File: config.mk
export PLATFORM = sky130hd
export DESIGN_NAME = load_store_unit_flat
export DESIGN_NICKNAME = d
export VERILOG_FILES = /design/src/rtl/load_store_unit_pkg.sv /design/src/rtl/load_store_unit_if.sv /design/src/rtl/load_store_unit_lsu_align.sv /design/src/rtl/load_store_unit.sv /design/src/flat_wrapper.sv
export SDC_FILE = /design/constraint.sdc
export NUM_CORES = 1
export LEC_CHECK = 0
export ABC_AREA = 0
export CORE_MARGIN = 2
export CORE_UTILIZATION = 51
export DETAILED_ROUTE_END_ITERATION = 10
export PLACE_DENSITY_LB_ADDON = 0.08
export SETUP_SLACK_MARGIN = 0.3
export SLEW_MARGIN = 20
export SYNTH_ARGS = -nofsm -noshare
export SYNTH_HDL_FRONTEND = slang
export SYNTH_SLANG_ARGS = --single-unit
export TNS_END_PERCENT = 20
File: constraint.sdc
create_clock -name clk -period 4.3 [get_ports clk]
set_input_delay 1.29 -clock clk [delete_from_list [all_inputs] [get_ports clk]]
set_output_delay 1.29 -clock clk [all_outputs]
set_load 0.02 [all_outputs]
File: src/rtl/load_store_unit_pkg.sv
// Shared types for the load/store unit: FSM states, funct3 encodings and
// helpers that classify a command before any memory request is issued.
package load_store_unit_pkg;

   typedef enum logic [2:0] {
      LSU_IDLE,
      LSU_REQ0,
      LSU_WAIT0,
      LSU_REQ1,
      LSU_WAIT1,
      LSU_RESP
   } lsu_state_t;

   localparam logic [2:0] LS_F3_B  = 3'b000;
   localparam logic [2:0] LS_F3_H  = 3'b001;
   localparam logic [2:0] LS_F3_W  = 3'b010;
   localparam logic [2:0] LS_F3_BU = 3'b100;
   localparam logic [2:0] LS_F3_HU = 3'b101;

   function automatic logic f3_legal(input logic is_store, input logic [2:0] f3);
      case (f3)
         LS_F3_B, LS_F3_H, LS_F3_W: return 1'b1;
         LS_F3_BU, LS_F3_HU:        return !is_store;
         default:                   return 1'b0;
      endcase
   endfunction

   // Natural alignment only; a halfword at offset 1 is misaligned even though it fits in the word.
   function automatic logic misaligned(input logic [2:0] f3, input logic [1:0] offset);
      case (f3[1:0])
         2'b01:   return offset[0];
         2'b10:   return offset != 2'b00;
         default: return 1'b0;
      endcase
   endfunction

endpackage

File: src/rtl/load_store_unit_if.sv
// Word-wide memory port with req/gnt request handshake and rvalid read return;
// the master drives a request and holds it until granted.
interface load_store_unit_if #(
   parameter int ADDR_WIDTH = 32
) ();
   logic                  mem_req;
   logic                  mem_we;
   logic [ADDR_WIDTH-1:0] mem_addr;
   logic [3:0]            mem_be;
   logic [31:0]           mem_wdata;
   logic                  mem_gnt;
   logic                  mem_rvalid;
   logic [31:0]           mem_rdata;

   modport master (
      output mem_req, mem_we, mem_addr, mem_be, mem_wdata,
      input  mem_gnt, mem_rvalid, mem_rdata
   );

   modport slave (
      input  mem_req, mem_we, mem_addr, mem_be, mem_wdata,
      output mem_gnt, mem_rvalid, mem_rdata
   );
endinterface

File: src/rtl/load_store_unit_lsu_align.sv
// Combinational lane logic: byte enables for both beats, store-data rotation,
// and load byte assembly plus sign/zero extension. No state, no backpressure.
module lsu_align
   import load_store_unit_pkg::*;
(
   input  logic [2:0]  funct3,
   input  logic [1:0]  offset,
   input  logic [31:0] wdata,
   input  logic [31:0] beat0,
   input  logic [23:0] beat1,
   output logic [3:0]  be0,
   output logic [3:0]  be1,
   output logic        split,
   output logic [31:0] wdata_rot,
   output logic [31:0] load_val
);
   logic [3:0]      mask;
   logic [7:0]      be_wide;
   logic [3:0][7:0] wbytes;
   logic [7:0][7:0] lbytes;
   logic [31:0]     raw;

   always_comb begin
      case (funct3[1:0])
         2'b00:   mask = 4'b0001;
         2'b01:   mask = 4'b0011;
         default: mask = 4'b1111;
      endcase
      be_wide = {4'b0000, mask} << offset;
      be0     = be_wide[3:0];
      be1     = be_wide[7:4];
      split   = |be_wide[7:4];

      // Beat1 can only ever contribute its low three bytes.
      wbytes    = wdata;
      lbytes    = {8'h00, beat1, beat0};
      wdata_rot = '0;
      raw       = '0;
      for (int i = 0; i < 4; i++) begin
         wdata_rot[8*i +: 8] = wbytes[2'(i) - offset];
         raw[8*i +: 8]       = lbytes[3'(i) + {1'b0, offset}];
      end

      case (funct3)
         LS_F3_B:  load_val = {{24{raw[7]}}, raw[7:0]};
         LS_F3_H:  load_val = {{16{raw[15]}}, raw[15:0]};
         LS_F3_BU: load_val = {24'h000000, raw[7:0]};
         LS_F3_HU: load_val = {16'h0000, raw[15:0]};
         default:  load_val = raw;
      endcase
   end
endmodule

File: src/rtl/load_store_unit.sv
// Multicycle RV32 load/store: one command at a time, 3+ cycles start->done, split accesses take two beats.
// Requests hold until mem_gnt; reads wait any number of cycles for mem_rvalid; start while busy is dropped.
module load_store_unit
   import load_store_unit_pkg::*;
#(
   parameter int ADDR_WIDTH       = 32,
   parameter bit ALLOW_MISALIGNED = 1'b1
) (
   input  logic                  clk,
   input  logic                  reset,
   input  logic                  start,
   input  logic                  is_store,
   input  logic [2:0]            funct3,
   input  logic [ADDR_WIDTH-1:0] addr,
   input  logic [31:0]           wdata,
   output logic                  busy,
   output logic                  done,
   output logic                  err,
   output logic [31:0]           rdata,
   load_store_unit_if.master     mem
);
   lsu_state_t            state_q, state_d;
   logic                  is_store_q, is_store_d;
   logic [2:0]            funct3_q, funct3_d;
   logic [ADDR_WIDTH-1:0] addr_q, addr_d;
   logic [31:0]           wdata_q, wdata_d;
   logic [31:0]           beat0_q, beat0_d;
   logic [23:0]           beat1_q, beat1_d;
   logic [31:0]           rdata_q, rdata_d;
   logic                  done_q, done_d;
   logic                  err_q, err_d;

   logic [3:0]            be0, be1;
   logic                  split;
   logic [31:0]           wdata_rot, load_val;
   logic [ADDR_WIDTH-1:0] base_addr;

   lsu_align u_align (
      .funct3    (funct3_q),
      .offset    (addr_q[1:0]),
      .wdata     (wdata_q),
      .beat0     (beat0_q),
      .beat1     (beat1_q),
      .be0       (be0),
      .be1       (be1),
      .split     (split),
      .wdata_rot (wdata_rot),
      .load_val  (load_val)
   );

   assign base_addr = {addr_q[ADDR_WIDTH-1:2], 2'b00};
   assign busy      = (state_q != LSU_IDLE);
   assign done      = done_q;
   assign err       = err_q;
   assign rdata     = rdata_q;

   always_comb begin
      state_d       = state_q;
      is_store_d    = is_store_q;
      funct3_d      = funct3_q;
      addr_d        = addr_q;
      wdata_d       = wdata_q;
      beat0_d       = beat0_q;
      beat1_d       = beat1_q;
      rdata_d       = rdata_q;
      done_d        = 1'b0;
      err_d         = 1'b0;
      mem.mem_req   = 1'b0;
      mem.mem_we    = 1'b0;
      mem.mem_addr  = '0;
      mem.mem_be    = 4'b0000;
      mem.mem_wdata = '0;

      case (state_q)
         LSU_IDLE: begin
            if (start) begin
               is_store_d = is_store;
               funct3_d   = funct3;
               addr_d     = addr;
               wdata_d    = wdata;
               if (!f3_legal(is_store, funct3) ||
                   (!ALLOW_MISALIGNED && misaligned(funct3, addr[1:0])))
                  err_d = 1'b1;
               else
                  state_d = LSU_REQ0;
            end
         end
         LSU_REQ0: begin
            mem.mem_req   = 1'b1;
            mem.mem_we    = is_store_q;
            mem.mem_addr  = base_addr;
            mem.mem_be    = be0;
            mem.mem_wdata = wdata_rot;
            if (mem.mem_gnt) begin
               if (!is_store_q) state_d = LSU_WAIT0;
               else if (split)  state_d = LSU_REQ1;
               else             state_d = LSU_RESP;
            end
         end
         LSU_WAIT0: begin
            if (mem.mem_rvalid) begin
               beat0_d = mem.mem_rdata;
               state_d = split ? LSU_REQ1 : LSU_RESP;
            end
         end
         LSU_REQ1: begin
            // Second beat wraps modulo the address space along with base_addr.
            mem.mem_req   = 1'b1;
            mem.mem_we    = is_store_q;
            mem.mem_addr  = base_addr + ADDR_WIDTH'(4);
            mem.mem_be    = be1;
            mem.mem_wdata = wdata_rot;
            if (mem.mem_gnt)
               state_d = is_store_q ? LSU_RESP : LSU_WAIT1;
         end
         LSU_WAIT1: begin
            if (mem.mem_rvalid) begin
               beat1_d = mem.mem_rdata[23:0];
               state_d = LSU_RESP;
            end
         end
         LSU_RESP: begin
            done_d  = 1'b1;
            if (!is_store_q) rdata_d = load_val;
            state_d = LSU_IDLE;
         end
         default: state_d = LSU_IDLE;
      endcase
   end

   always_ff @(posedge clk) begin
      if (reset) begin
         state_q    <= LSU_IDLE;
         is_store_q <= 1'b0;
         funct3_q   <= 3'b000;
         addr_q     <= '0;
         wdata_q    <= '0;
         beat0_q    <= '0;
         beat1_q    <= '0;
         rdata_q    <= '0;
         done_q     <= 1'b0;
         err_q      <= 1'b0;
      end else begin
         state_q    <= state_d;
         is_store_q <= is_store_d;
         funct3_q   <= funct3_d;
         addr_q     <= addr_d;
         wdata_q    <= wdata_d;
         beat0_q    <= beat0_d;
         beat1_q    <= beat1_d;
         rdata_q    <= rdata_d;
         done_q     <= done_d;
         err_q      <= err_d;
      end
   end
endmodule

File: src/flat_wrapper.sv
// flat-port wrapper written by rule: the top's interface ports become plain ports
module load_store_unit_flat import load_store_unit_pkg::*;
#(
   parameter int ADDR_WIDTH       = 32,
   parameter bit ALLOW_MISALIGNED = 1'b1
)
  (clk, reset, start, is_store, funct3, addr, wdata, busy, done, err, rdata, mem_mem_req, mem_mem_we, mem_mem_addr, mem_mem_be, mem_mem_wdata, mem_mem_gnt, mem_mem_rvalid, mem_mem_rdata);
  load_store_unit_if #(.ADDR_WIDTH(ADDR_WIDTH)) mem_i ();
  input  logic clk;
  input  logic reset;
  input  logic start;
  input  logic is_store;
  input  logic [2:0] funct3;
  input  logic [ADDR_WIDTH-1:0] addr;
  input  logic [31:0] wdata;
  output logic busy;
  output logic done;
  output logic err;
  output logic [31:0] rdata;
  output wire logic [$bits(mem_i.mem_req)-1:0] mem_mem_req;
  output wire logic [$bits(mem_i.mem_we)-1:0] mem_mem_we;
  output wire logic [$bits(mem_i.mem_addr)-1:0] mem_mem_addr;
  output wire logic [$bits(mem_i.mem_be)-1:0] mem_mem_be;
  output wire logic [$bits(mem_i.mem_wdata)-1:0] mem_mem_wdata;
  input wire logic [$bits(mem_i.mem_gnt)-1:0] mem_mem_gnt;
  input wire logic [$bits(mem_i.mem_rvalid)-1:0] mem_mem_rvalid;
  input wire logic [$bits(mem_i.mem_rdata)-1:0] mem_mem_rdata;
  assign mem_mem_req = mem_i.mem_req;
  assign mem_mem_we = mem_i.mem_we;
  assign mem_mem_addr = mem_i.mem_addr;
  assign mem_mem_be = mem_i.mem_be;
  assign mem_mem_wdata = mem_i.mem_wdata;
  assign mem_i.mem_gnt = mem_mem_gnt;
  assign mem_i.mem_rvalid = mem_mem_rvalid;
  assign mem_i.mem_rdata = mem_mem_rdata;
  load_store_unit #(.ADDR_WIDTH(ADDR_WIDTH), .ALLOW_MISALIGNED(ALLOW_MISALIGNED)) u_core (.clk(clk), .reset(reset), .start(start), .is_store(is_store), .funct3(funct3), .addr(addr), .wdata(wdata), .busy(busy), .done(done), .err(err), .rdata(rdata), .mem(mem_i));
endmodule
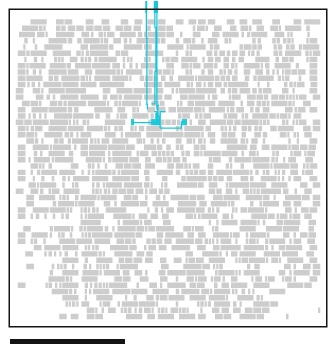
Fig. 1. Nets reached from selected ports (run 1).
Scale bar: 50 um.
- cyan: funct3 (bits 3; direction input; end cells 5; buffers 3; wire 178 um)

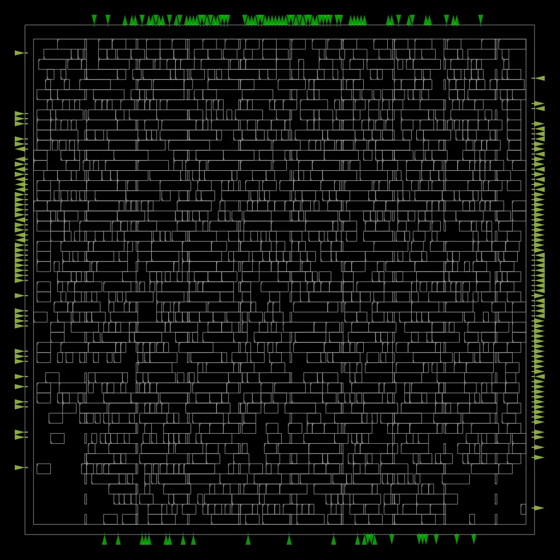
Fig. 2. Placement view (run 1).
sequential cell area share: 27.36%
flop count: 161
Filler cells: 1454

==> reports/results.tsv, run 1 <==
stage	metric	value	unit
outcome	status	completed	
pwr	p_clk	0.00147	W
final_timing	fmax	248.1	MHz
global_route	antenna_found_initial	0	
worst_setup_path	crit_buf_inv	1	
yosys	synth_warnings	0	
place	place_hpwl	18.15	mm
yosys	yosys_most_used_dff	dfxtp_1	
global_route	grt_pass1_wl	40.88	mm
finish	clkCellAreaFrac	4.860	%
final_timing	finClkSkew	5.637	ps
routing	highest_layer	met4	
finish	logic_area	0.005428	mm2
die	core	0.01730	mm2
finish	dominant_cells	logic gates	
die	io-pin-count	210	
worst_setup_path	reg2regPathDepth	7	
finish	signal_buffer_area_fraction	19.21	%
final_timing	slew_headroom	51.89	%
final_timing	tightest_slew	721.7	ps
yosys	simple_gate_share	22.90	%
clock_tree	clkTransAtPathRegs	60	ps
min_path	hold_path_depth	2	
yosys	syn_inst	1075	
pwr	internal-power	0.002891	W
yosys	synth_seq_share	35.69	%
final_timing	fin_ws	270.0	ps
yosys	synthArstFlopShare	0	%
clock_tree	clk_latency	420	ps
final_timing	slew_violations	0	
worst_setup_path	arrival	2740	ps
finish	mostFrequentLayoutCells	nand2_1 (293), clkdlybuf4s50_1 (200), dfxtp_1 (155)	
yosys	ys_sh_xor	1.261	%
global_route	grt_max_degree	81	
yosys	compound_area_share	15.78	%
pwr	power_leader	registers	
routing	wl_met2	12.08	mm
clock_tree	root_buffer	clkbuf_16	
clock_tree	cts_buffers	17	
routing	wl_met3	2.123	mm
finish	fin_nets	1337	
clock_tree	cts_tree	built	
worst_setup_path	start_kind	flop	
die	die_w	137.1	um
yosys	synthTopLogicFamily	simple AND/OR/NAND/NOR gates	
pwr	p_clk_share	35.7	%
place	dp_slack	465.4	ps
global_route	grt.overflow.total	0	
global_route	grt_pass1_vias	7701	
finish	antenna_cells	0	
pwr	pg_seq	0.00170	W
yosys	yosys.area_share.adder	0.5542	%
pwr	vdd_ir_drop_max	302.9	uV
finish	nMultiInputCombCells	809	
worst_setup_path	cp_slowest_cell	clkdlybuf4s50_1	
finish	design_area	0.01182	mm2
final_timing	final.min_clock_period	4030	ps
finish	comb_share	45.93	%
die	tap_cells	225	
finish	buffers	231	
yosys	ys.flops	161	
place	dp_cells	1433	
yosys	synth-area-yosys	0.009031	mm2
routing	vias_per_cell	5.880	
pwr	p_sw_share	29.96	%
final_timing	hold_ws	454.6	ps
worst_setup_path	critical_path_class	reg2out	
global_route	grtUsageTotal	27.69	%
yosys	syn-cell-area	0.009031	mm2
finish	drive_above_1_share	11.95	%
pwr	p_leak	3.982	nW
die	die_h	137.1	um
worst_setup_path	max_stage_delay	630	ps
pwr	p_sw	0.001237	W
routing	m1WireLength	11.91	mm
final_timing	rsz0062_at_grt	yes	
yosys	ys_types	62	
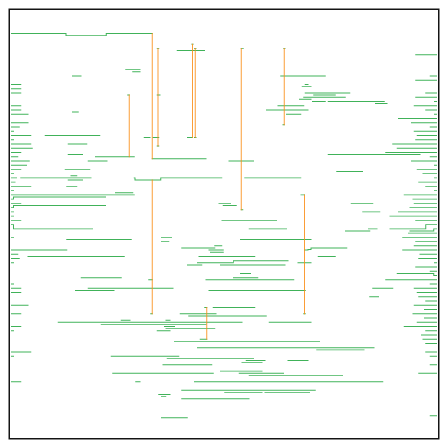
Fig. 3. Wiring by layer (run 1).
Only two layers are drawn.
- orange: metal 4 (wire length 317 um)
- green: metal 3 (wire length 2120 um)

run 1: cell usage after synthesis, drive strengths merged, types with 3 or more instances:
master | instances | share of area [%]
nand4 | 11 | 0.93
xor2 | 7 | 0.68
a221o | 9 | 1.0
buf | 33 | 2.1
mux2i | 34 | 3.8
xnor2 | 6 | 0.58
nor2 | 46 | 1.9
a21oi | 150 | 8.4
and4 | 5 | 0.48
mux4 | 55 | 14
nor2b | 3 | 0.21
or3 | 10 | 0.72
nor3 | 6 | 0.33
o31ai | 7 | 0.58
o2bb2ai | 7 | 0.68
a2111oi | 7 | 0.68
and2 | 35 | 2.4
nand2b | 5 | 0.35
nor4 | 6 | 0.42
o21ai | 13 | 0.72
a221oi | 9 | 0.87
nand3 | 18 | 1.1
clkbuf | 65 | 2.7
ha | 4 | 0.55
inv | 6 | 0.25
nand2 | 293 | 12
a31oi | 4 | 0.28
a311oi | 16 | 1.6
and3 | 3 | 0.21
dfxtp | 161 | 36
mux2 | 9 | 1.1
or4 | 8 | 0.71
run 1: per-layer routing:
metal	global-route usage [%]	up-vias
met5	0	-
met4	7.331	0
met3	5.963	22
met2	40.82	352
met1	41.00	4091
li1	-	4144
run 1: timing repair:
action / CTS / global route
setup endpoints to repair: 31 / 38
gates resized: 13 / 8
hold endpoints to repair: 0 / 0
pin swaps: 1 / 0
buffers inserted: 1 / 0
run 1: final timing paths:
check,from,to,slack (ps)
worst max-delay path,u_core.addr_q[8],mem_mem_addr[27],270
worst min-delay path,u_core.rdata[5],u_core.rdata[5],450
worst max register to register,u_core.addr_q[0],u_core.rdata[13],1250
worst min register to register,u_core.rdata[5],u_core.rdata[5],450
==> run 2: changes to the inputs <==
Settings changed: HOLD_SLACK_MARGIN from default to 0.12.
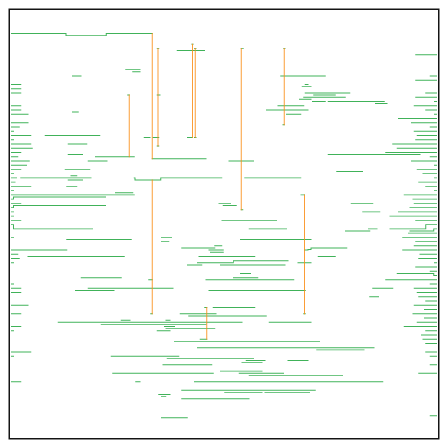
Fig. 4. Wiring by layer (run 2).
Only two layers are drawn.
- orange: metal 4 (wire length 317 um)
- green: metal 3 (wire length 2120 um)
Global Route Usage Sum: 27.69%
via count: 8609
drt wl/cell: 18.06 um
drt total wl: 26.44 mm

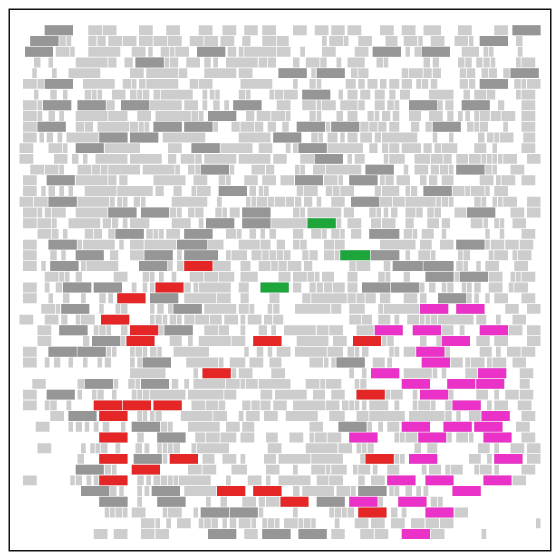
Fig. 5. Sequential cells grouped by signal name (run 2).
Other sequential cells in the stronger gray, the rest of the logic in the fainter gray.
- red: u_core.beat1_q (sequential cells 24)
- magenta: u_core.rdata (sequential cells 32; where south-east)
- green: u_core.state_q (sequential cells 3)
- not colored: 102
Seq. pwr: 0.00170 W
Reg area: 0.003233 mm2
Final Util: 68.32%

==> run 2 against run 1 <==
  * Synthesized cell count unchanged
  * Final cell count unchanged
  * Critical path type unchanged
  * Combinational power about the same
  * Clock skew unchanged
  * Clock-buffer cell count unchanged
  * Clock power about the same
  * Hold slack unchanged
  * Worst setup slack unchanged
==> reports/results.tsv, run 2 <==
stage	metric	value	unit
outcome	status	completed	
global_route	grt_max_degree	81	
yosys	ys_cells	1075	
pwr	combPwrFrac	23.2	%
clock_tree	clk_latency	420	ps
clock_tree	htreeDepth	4	
final_timing	finClkSkew	5.637	ps
worst_setup_path	cp_slowest_cell	clkdlybuf4s50_1	
worst_setup_path	crit_chain	and4_2 -> nand4_1 -> or4_1 -> a21oi_1 -> clkdlybuf4s50_1	
clock_tree	clkTransAtPathRegs	60	ps
clock_tree	cts_max_path_buffers	2	
worst_setup_path	arrival	2740	ps
worst_setup_path	critical_path_class	reg2out	
finish	drive_above_1_share	11.95	%
clock_tree	cts_hold_buf	0	
worst_setup_path	start_kind	flop	
place	gp_congestion	0.8690	
yosys	ys.flops	161	
job	tool_warnings	30	
yosys	synth_warnings	0	
yosys	topCellsByArea	dfxtp_1 (36%), mux4_2 (14%), nand2_1 (12%)	
yosys	synth.top_cell.area_share	35.69	%
finish	antenna_cells	0	
final_timing	final.min_clock_period	4030	ps
global_route	use_met3	5.963	%
yosys	ys_types	62	
finish	mostFrequentLayoutCells	nand2_1 (293), clkdlybuf4s50_1 (200), dfxtp_1 (155)	
routing	ant_nets	0	
worst_setup_path	end_kind	output port	
global_route	grt_pass1_wl	40.88	mm
pwr	vdd_ir_drop_max	302.9	uV
final_timing	rsz0062_at_grt	yes	
worst_setup_path	crit_path_max_fanout	8	
yosys	syn_inst	1075	
clock_tree	cts_tree	built	
routing	first_pass_iters	5	
yosys	synth.avg_cell_area	8.401	um2
global_route	use_met1	41.00	%
global_route	global_route.peak_usage_layer	met1	
routing	highest_layer	met4	
pwr	pwr-share-seq	41.1	%
final_timing	setup_viol	0	
routing	vias_per_cell	5.880	
global_route	grt.overflow.total	0	
pwr	p_leak	3.982	nW
pwr	power.density	349.4	mW/mm2
pwr	p_sw	0.001237	W
final_timing	fmax	248.1	MHz
global_route	grt_util_met2	40.82	%
final_timing	finalHoldViolations	0	
finish	design_area	0.01182	mm2
pwr	p_clk_share	35.7	%
clock_tree	cts_sinks	161	
worst_setup_path	cp.required	3010	ps
global_route	antenna_found_initial	0	
clock_tree	cts_buffers	17	
yosys	yosys-top-cells-count	nand2_1 (293), dfxtp_1 (161), a21oi_1 (149), clkbuf_1 (64), mux4_2 (55)	
yosys	synthArstFlopShare	0	%
place	place_hpwl	18.15	mm
final_timing	slew_violations	0	
final_timing	tightest_slew	721.7	ps
die	io-pin-count	210	
yosys	synth_top_cell_by_area	dfxtp_1	
min_path	hold_class	reg2reg	
finish	syn_to_final_growth	30.84	%
finish	lay_top_count	nand2_1	
yosys	syn-cell-area	0.009031	mm2
place	dp_slack	465.4	ps
die	initial_core_util	52.21	%
routing	drt-initial-drc-count	896	
yosys	edf_count	0	
final_timing	tns	0	ps
routing	m1WireLength	11.91	mm
final_timing	slew_headroom	51.89	%
routing	drc_errors	0	
final_timing	hold_ws	454.6	ps
yosys	most_common_cell	nand2_1	
global_route	grt_pass1_vias	7701	
pwr	total_power	0.004128	W
worst_setup_path	max_stage_delay	630	ps
final_timing	fin_ws	270.0	ps
routing	wl_met3	2.123	mm
place	port_buffers	207	
job	maxCapViolCount	0	
pwr	internal-power	0.002891	W
worst_setup_path	reg2reg_slack	1250	ps
place	placed_cell_area	0.01119	mm2
pwr	p_sw_share	29.96	%
die	fp.dieArea	0.01879	mm2
final_timing	post-route-period-util	93.72	%
clock_tree	root_buffer	clkbuf_16	
die	die_w	137.1	um
yosys	synth-area-yosys	0.009031	mm2
routing	wl_met2	12.08	mm
die	die_h	137.1	um
yosys	yosys_most_used_dff	dfxtp_1	
finish	fin_nets	1337	
finish	stdcell_count	1464	
yosys	synth_seq_share	35.69	%
place	dp_cells	1433	
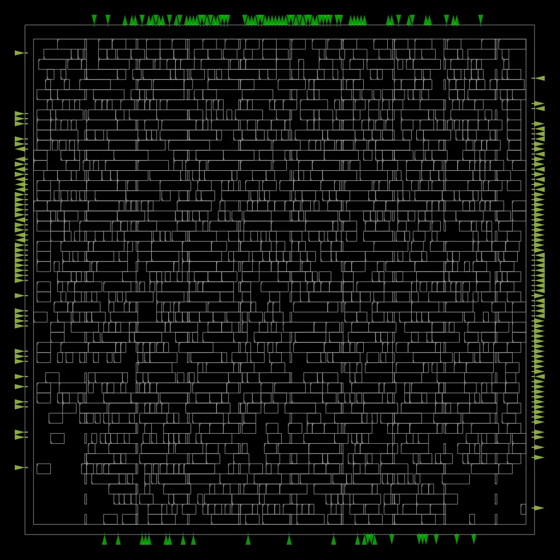
Fig. 6. Placement view (run 2).
core area: 0.01730 mm2
# rows: 48

[run 2: timing repair]
item                                    CTS  global route
cloned                                    0             0
buffers inserted                          1             0
endpoints found under the hold margin     0             0
endpoints found under the setup margin   31            38
gates resized                            13             8
pin swaps                                 1             0
[run 2: power groups by stage]
stage                     clock network (W)  logic [W]  registers (W)
after CTS                           0.00149   0.000960        0.00169
final                               0.00147   0.000959        0.00170
after global placement                    0   0.000946        0.00172
after detailed placement                  0   0.000955        0.00172
after floorplan                           0   0.000639        0.00169
after global routing                0.00155    0.00104        0.00171
[run 2: worst paths after layout]
kind,startpoint,endpoint,cells after the start
setup / recovery,u_core.addr_q[8],mem_mem_addr[27],5
hold / removal,u_core.rdata[5],u_core.rdata[5],2
setup reg to reg,u_core.addr_q[0],u_core.rdata[13],7
hold reg to reg,u_core.rdata[5],u_core.rdata[5],2
[run 2: worst max-delay path: cells and delay by family (launching register included)]
kind	cells	cell delay, ps
flip-flops	1	450
AND/OR/NAND/NOR	3	1050
buffers and inverters	1	630
AND-OR/OR-AND	1	190
[run 2: cell type report]
cell class,count,area (um2)
Clock buffer,23,498.0
Clock inverter,7,76.32
Fill cell,1454,5480
Multi-Input combinational cell,809,5428
Tap cell,225,281.5
Sequential cell,161,3233
Inverter,8,30.03
Timing Repair Buffer,231,2270
[run 2: kinds of logic after synthesis]
kind of cell | count (synthesis) | synth area share (%)
buffers and inverters | 106 | 5.168
xor gates and xnor gates | 13 | 1.261
muxes | 98 | 18.61
adders and majority gates | 4 | 0.5542
AOI/OAI and AO/OA | 234 | 15.78
and+or+nand+nor | 458 | 22.90
DFF | 161 | 35.69
other | 1 | 0.04152
Fig. 7: run 2, nets reached from selected ports
Scale bar: 50 um.
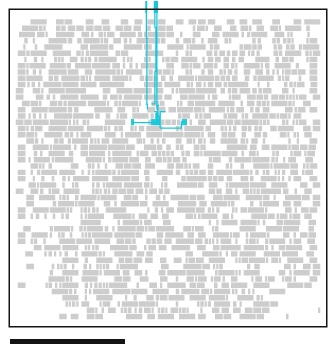

==> run 3: changes to the inputs <==
Settings changed: PLACE_DENSITY from default to 0.81, PLACE_DENSITY_LB_ADDON 0.08 to default.
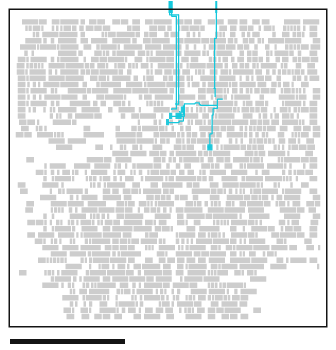
Fig. 8. Nets reached from selected ports (run 3).
Scale bar: 50 um.
port bufs: 207
I/O Pins: 210

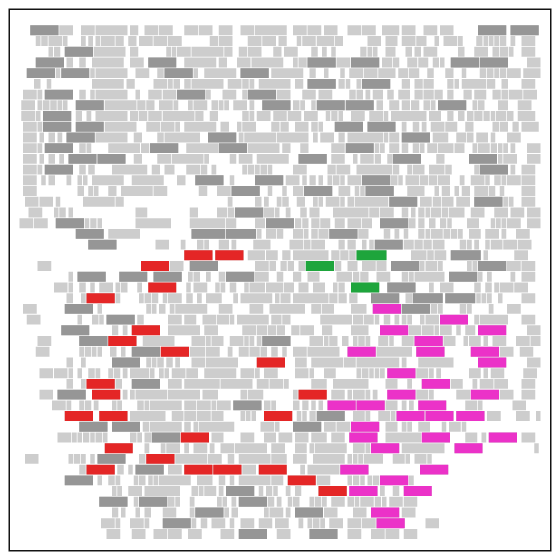
Fig. 9. Sequential cells grouped by signal name (run 3).
Other sequential cells in the stronger gray, the rest of the logic in the fainter gray.
- green: u_core.state_q (sequential cells 3)
- red: u_core.beat1_q (sequential cells 24)
- magenta: u_core.rdata (sequential cells 32)

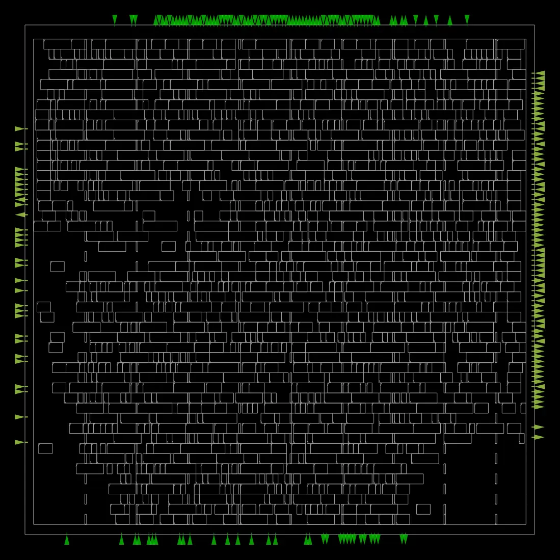
Fig. 10. Placement view (run 3).
Non-Filler Instances: 1463
Tapcell Cnt: 225

==> run 3 against run 2 <==
  * Global-route usage is 0.52 points higher
  * Critical path depth is 1 higher
  * Largest cell class unchanged
  * Maximum frequency is 1.7% lower
  * Largest power group unchanged
  * Hold slack worse by 0.94 ps
  * Cell area hardly changed
  * Die size stayed put
  * Power is 1.1% higher
==> reports/results.tsv, run 3 <==
stage	metric	value	unit
outcome	status	completed	
final_timing	fin_ws	201.5	ps
yosys	ys.flops	161	
final_timing	finClkSkew	6.815	ps
final_timing	rsz0062_at_grt	yes	
finish	antenna_cells	0	
yosys	yosys-top-cells-count	nand2_1 (293), dfxtp_1 (161), a21oi_1 (149), clkbuf_1 (64), mux4_2 (55)	
yosys	synth.top_cell.area_share	35.69	%
worst_setup_path	end_kind	output port	
die	initial_core_util	52.21	%
die	rows	48	
worst_setup_path	cp.required	3010	ps
worst_setup_path	critical_path_class	reg2out	
final_timing	setup_viol	0	
die	fp.dieArea	0.01879	mm2
place	dp_cells	1432	
yosys	topCellsByArea	dfxtp_1 (36%), mux4_2 (14%), nand2_1 (12%)	
yosys	edf_count	0	
yosys	synth_warnings	0	
worst_setup_path	reg2regPathDepth	7	
worst_setup_path	crit_path_max_fanout	7	
yosys	syn-cell-area	0.009031	mm2
min_path	hold_path_depth	2	
routing	vias	8786	
clock_tree	cts_sinks	161	
yosys	synth_top_cell_by_area	dfxtp_1	
place	place_hpwl	18.64	mm
min_path	hold_class	reg2reg	
final_timing	slew_violations	0	
yosys	ys_types	62	
routing	vias_per_cell	6.005	
routing	wl	27.05	mm
finish	fillCellCount	1404	
clock_tree	cts_setup_buffers	0	
finish	final_core_util	68.32	%
die	die_w	137.1	um
job	maxCapViolCount	0	
finish	mostFrequentLayoutCells	nand2_1 (293), clkdlybuf4s50_1 (199), dfxtp_1 (155)	
worst_setup_path	arrival	2810	ps
global_route	grt_pass1_wl	41.54	mm
routing	drt-initial-drc-count	946	
yosys	syn_inst	1075	
global_route	use_met1	40.43	%
final_timing	tns	0	ps
clock_tree	cts_hold_buf	0	
pwr	power.density	353.1	mW/mm2
final_timing	slew_headroom	45.56	%
min_path	whs_endpoint	u_core.rdata[5]	
yosys	synth_seq_share	35.69	%
place	placed_cell_area	0.01118	mm2
global_route	grt.overflow.total	0	
min_path	hold_start	u_core.rdata[5]	
routing	wl_per_cell	18.49	um
job	tool_warnings	30	
die	die_h	137.1	um
routing	wl_met2	12.41	mm
yosys	synth.avg_cell_area	8.401	um2
clock_tree	htreeDepth	4	
worst_setup_path	rr_startpoint	u_core.addr_q[0]	
final_timing	final.min_clock_period	4099	ps
global_route	grt_pass1_vias	7879	
finish	design_area	0.01182	mm2
yosys	synthArstFlopShare	0	%
global_route	grt_util_met2	42.54	%
yosys	most_common_cell	nand2_1	
routing	first_pass_iters	5	
clock_tree	root_buffer	clkbuf_16	
global_route	use_met3	5.741	%
final_timing	tightest_slew	816.7	ps
routing	drc_errors	0	
routing	ant_nets	0	
final_timing	hold_ws	453.7	ps
clock_tree	clk_latency	430	ps
yosys	ys_cells	1075	
final_timing	post-route-period-util	95.32	%
finish	drive_above_1_share	11.87	%
finish	lay_top_count	nand2_1	
pwr	p_leak	4.009	nW
routing	highest_layer	met4	
clock_tree	cts_buffers	17	
global_route	global_route.peak_usage_layer	met2	
clock_tree	cts_tree	built	
final_timing	finalHoldViolations	0	
yosys	synth-area-yosys	0.009031	mm2
## run 3: how the worst max path moves through the flow
stage                           startpoint                 to  cells after the start
after CTS                 u_core.addr_q[2]   mem_mem_addr[20]                      6
after floorplan           u_core.addr_q[0]  mem_mem_wdata[16]                      8
final                     u_core.addr_q[3]   mem_mem_addr[20]                      6
after global placement    u_core.addr_q[2]   mem_mem_addr[30]                      6
after detailed placement  u_core.addr_q[2]   mem_mem_addr[30]                      6
after global routing      u_core.addr_q[3]   mem_mem_addr[20]                      6
## run 3: area by class of cell
cell class | instances | area, um2 | share of cell area (%)
tap | 225 | 281.5 | 2.382
clock inverter | 12 | 133.9 | 1.133
clock buffer | 19 | 452.9 | 3.833
timing repair buffer | 229 | 2257 | 19.10
sequential | 161 | 3233 | 27.36
inverter | 8 | 30.03 | 0.2541
multi-input combinational | 809 | 5429 | 45.94
## run 3: logic make-up (layout without fill, tap and decap cells)
kind of cell / after synthesis / count (layout) / synth area share [%]
DFF: 161 / 161 / 35.69
adders and majority gates: 4 / 4 / 0.5542
AOI/OAI and AO/OA: 234 / 234 / 15.78
muxes: 98 / 98 / 18.61
other: 1 / 2 / 0.04152
xor gates and xnor gates: 13 / 13 / 1.261
and+or+nand+nor: 458 / 458 / 22.90
buffers and inverters: 106 / 268 / 5.168
## run 3: critical path, cell delays in order, from the launching register on
cell and delay, ps:
dfxtp_1 440, ha_1 270, nand2_1 170, or3_4 410
or3_1 310, a21oi_1 160, clkdlybuf4s50_1 620
## run 3: power by group
part           switching (W)  leakage [nW]  internal [W]
sequential          0.000123          1.31       0.00158
combinational       0.000515          2.42      0.000436
clock               0.000632         0.282      0.000885
total                0.00127          4.01       0.00290
## run 3: timing repair
action,4_1_cts,5_1_grt
endpoints found under the setup margin,30,31
gates resized,8,14
pin swaps,0,1
Power figures rest on the tool's default switching activity, not on a simulated workload.
